zoom.png
Region (0, 32) to (40, 72) um. Cells in grey, sequential cells in the stronger grey; small squares are vias.
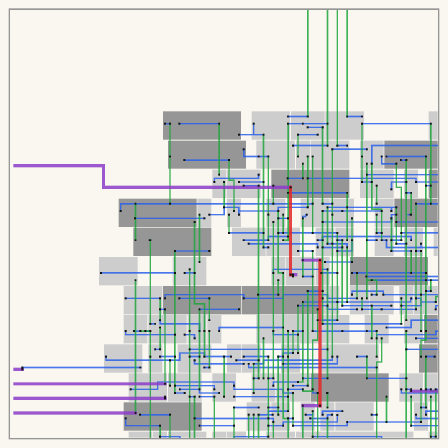
final_clocks.png
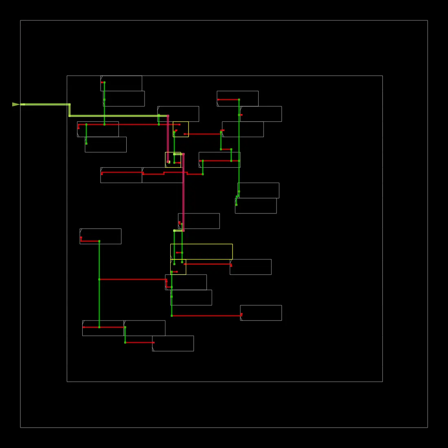
Design fetch_sequencer, sky130hd; sources not shown.
==> ci_impl_report.md <==
## PnR job results

| Metric | Value |
|---|---|
| Synth Register Bits | 22 |
| Int Pwr | 516 uW |
| Final critical-path required period | 2.99 ns |
| Seq pwr | slightly above 300 uW |
| Placed standard-cell area | 1900 sq um |
| Most frequent logic cell in the layout | clkdlybuf4s50_1 |
| Main logic family | simple AND/OR/NAND/NOR gates |
| DIE HEIGHT | 72.4 um |
| Routed len/inst | approximately 14 um |
| Seq pwr share | 0.447 |
| Crit-path cells | clkdlybuf4s15_1 > nor4_4 > buf_4 > and3_4 > and2_1 > clkdlybuf4s15_1 |
| Switching Fraction | 0.253 |
| Hold Path Class | reg -> reg |
| Fraction of layout cells with a size suffix above 1 | 0.138 |
| AO/OA Area Share | 0.0826 |
| Routed WL | 3640 um |
| Top delay family on crit path | buffers and inverters |
| Clock Tree Root | clkbuf_4 |
| Final net count | 244 |
| Core area | 3050 sq um |
| Row Count | 20 |
| Levels on crit path | 6 |
| Setup-failing EPs final | 0 |
| Clk buf depth | 2 |
| Clk_skew | 0.00601 ns |
| YS warnings | 0 |
| Initial antenna violation count | 0 |
| Most frequent cells in the layout | 40 x clkdlybuf4s50_1, 22 x dfxtp_1, 20 x nor2_1 |
| Worst rel slew slack | 0.673 |
| WP buf/inv | 3 |
| Drt first pass iters | 4 |
| Tool Warnings | 27 |
| Slowest CP cell | nor4_4 |
| Crit. End Element | output port |
| Power share of the combinational group | 0.227 |
| Leak | 0.000775 uW |
| Peak supply drop | 0.000224 V |
| Clock slew seen by the registers of the worst setup and hold paths | roughly 0.12 ns |
| Slew @ Worst Pin | 0.490 ns |
| Mean post-synth cell area | 8.32 sq um |
| Clock power share | 0.327 |
| Met1 Routed Length | approximately 1600 um |
| Sequential-to-total area share from yosys stat | 0.346 |
| Setup crit start kind | input port |
| CTS tree | yes |
| Via count of the routed design | 1332 |
| Slowest Stage Delay on Critical Path | 0.25 ns |
| Via density | 5.08 |
| XOR/XNOR Area Share | 0.0895 |
| Crit Path Category | in -> out |
| Switch Pwr | 174 uW |
| ANT cells | 0 |
| Comb power | 156 uW |
| Cts hold-fix bufs | 0 |
| Outcome | finished, final reports clean |
| Fmax achieved | around 0.33 GHz |
| Vias in the first global route | about 1.4k |
| Pwr top | sequential cells |
| Cts repair resizes | 28 |
| IO buf count | 53 |
| PwrDens | 352 nW/um^2 |
| Period utilization | 0.981 |
| Die Wd | 72.4 um |
| Largest net degree at the start of global routing | 17 |
| Area delta synth->final | 54.2% |
| Post-route setup TNS | 0 ns |
| First-pass GRT wire length | 6240 um |
| Overflow after GRT | 0 |
| Final ANT Viol Nets | 0 |
| RSZ-0062 raised after global routing | no |
| CTS H-tree depth | 1 |
| Critical path fanouts, max | 4 |
| Hold slack | 0.501 ns |
| Final hold violation count | 0 |
| WP data required | 2.13 ns |
| Most frequent CP cell | clkdlybuf4s15_1 |
| Adder Share, Synth | 0.0295 |
| Multiplexer share | 0.0393 |
| GRT Total Usage | 0.141 |
| Floorplan Nets | 178 |
About zoom.png:
legend:
  purple:
    layer: met3
  blue:
    layer: met1
  red:
    layer: met4
  green:
    layer: met2
sequential cells in the window: 12
most frequent: dfxtp_1 (12), nor2_1 (11), clkdlybuf4s50_1 (8)
cells with their middle in the window: 73

About final_clocks.png:
CTS buffer count: 3
clk latency late pin: 0.31 ns
Clock Sink Count: 22

## cells in the mapped netlist
library cell,number,area share
nor4_1,2,0.0098
nand2_1,8,0.024
inv_1,7,0.021
buf_6,1,0.0088
a21oi_1,6,0.024
o211ai_1,1,0.0059
o31ai_1,1,0.0059
or2b_1,1,0.0059
and4_1,2,0.014
xor2_1,2,0.014
nor4_4,1,0.017
and2_1,10,0.049
and3_1,2,0.0098
nor4b_2,1,0.012
nor3b_1,1,0.0059
a211oi_1,2,0.012
a311oi_1,2,0.014
o311a_1,1,0.0079
a22oi_1,1,0.0059
dfxtp_1,22,0.35
nor2_1,20,0.059
xnor2_1,11,0.076
nor3_1,9,0.035
nand3_1,6,0.024
and3_2,1,0.0059
nand2_2,1,0.0049
nand2b_1,5,0.025
ha_1,3,0.030
o21ai_0,2,0.0079
nor4b_4,1,0.019
nand4_1,9,0.044
mux2i_1,5,0.039
clkbuf_1,5,0.015
and2b_1,1,0.0059
## layout make-up
cell class | instances | area, sq um
clock buffers | 3 | 22.5
clock inverters | 1 | 30.0
fillers | 291 | 1090
inverters | 7 | 26.3
multi-input cells | 119 | 796
flip-flops and latches | 22 | 440
well taps | 44 | 55.1
repair buffers | 66 | 592
## routing by layer
metal	up-vias	track usage
li1	668	-
met4	0	0.0378
met1	611	0.167
met2	49	0.237
met3	4	0.0482
met5	-	0
## per-stage QoR
| step | worst slack (ns) | instances | total power (uW) | util |
|---|---|---|---|---|
| 2_1_floorplan | 0.307 | 153 | 391 | - |
| 3_3_place_gp | -0.398 | 254 | 464 | 0.623 |
| 3_5_place_dp | -0.485 | 254 | 468 | 0.623 |
| 4_1_cts | 0.00170 | 262 | 692 | 0.649 |
| 5_1_grt | 0.00899 | 262 | 723 | 0.643 |
| 6_report | 0.0567 | 262 | 691 | 0.643 |
No activity file was given, so power comes from the tool's default toggle rates.
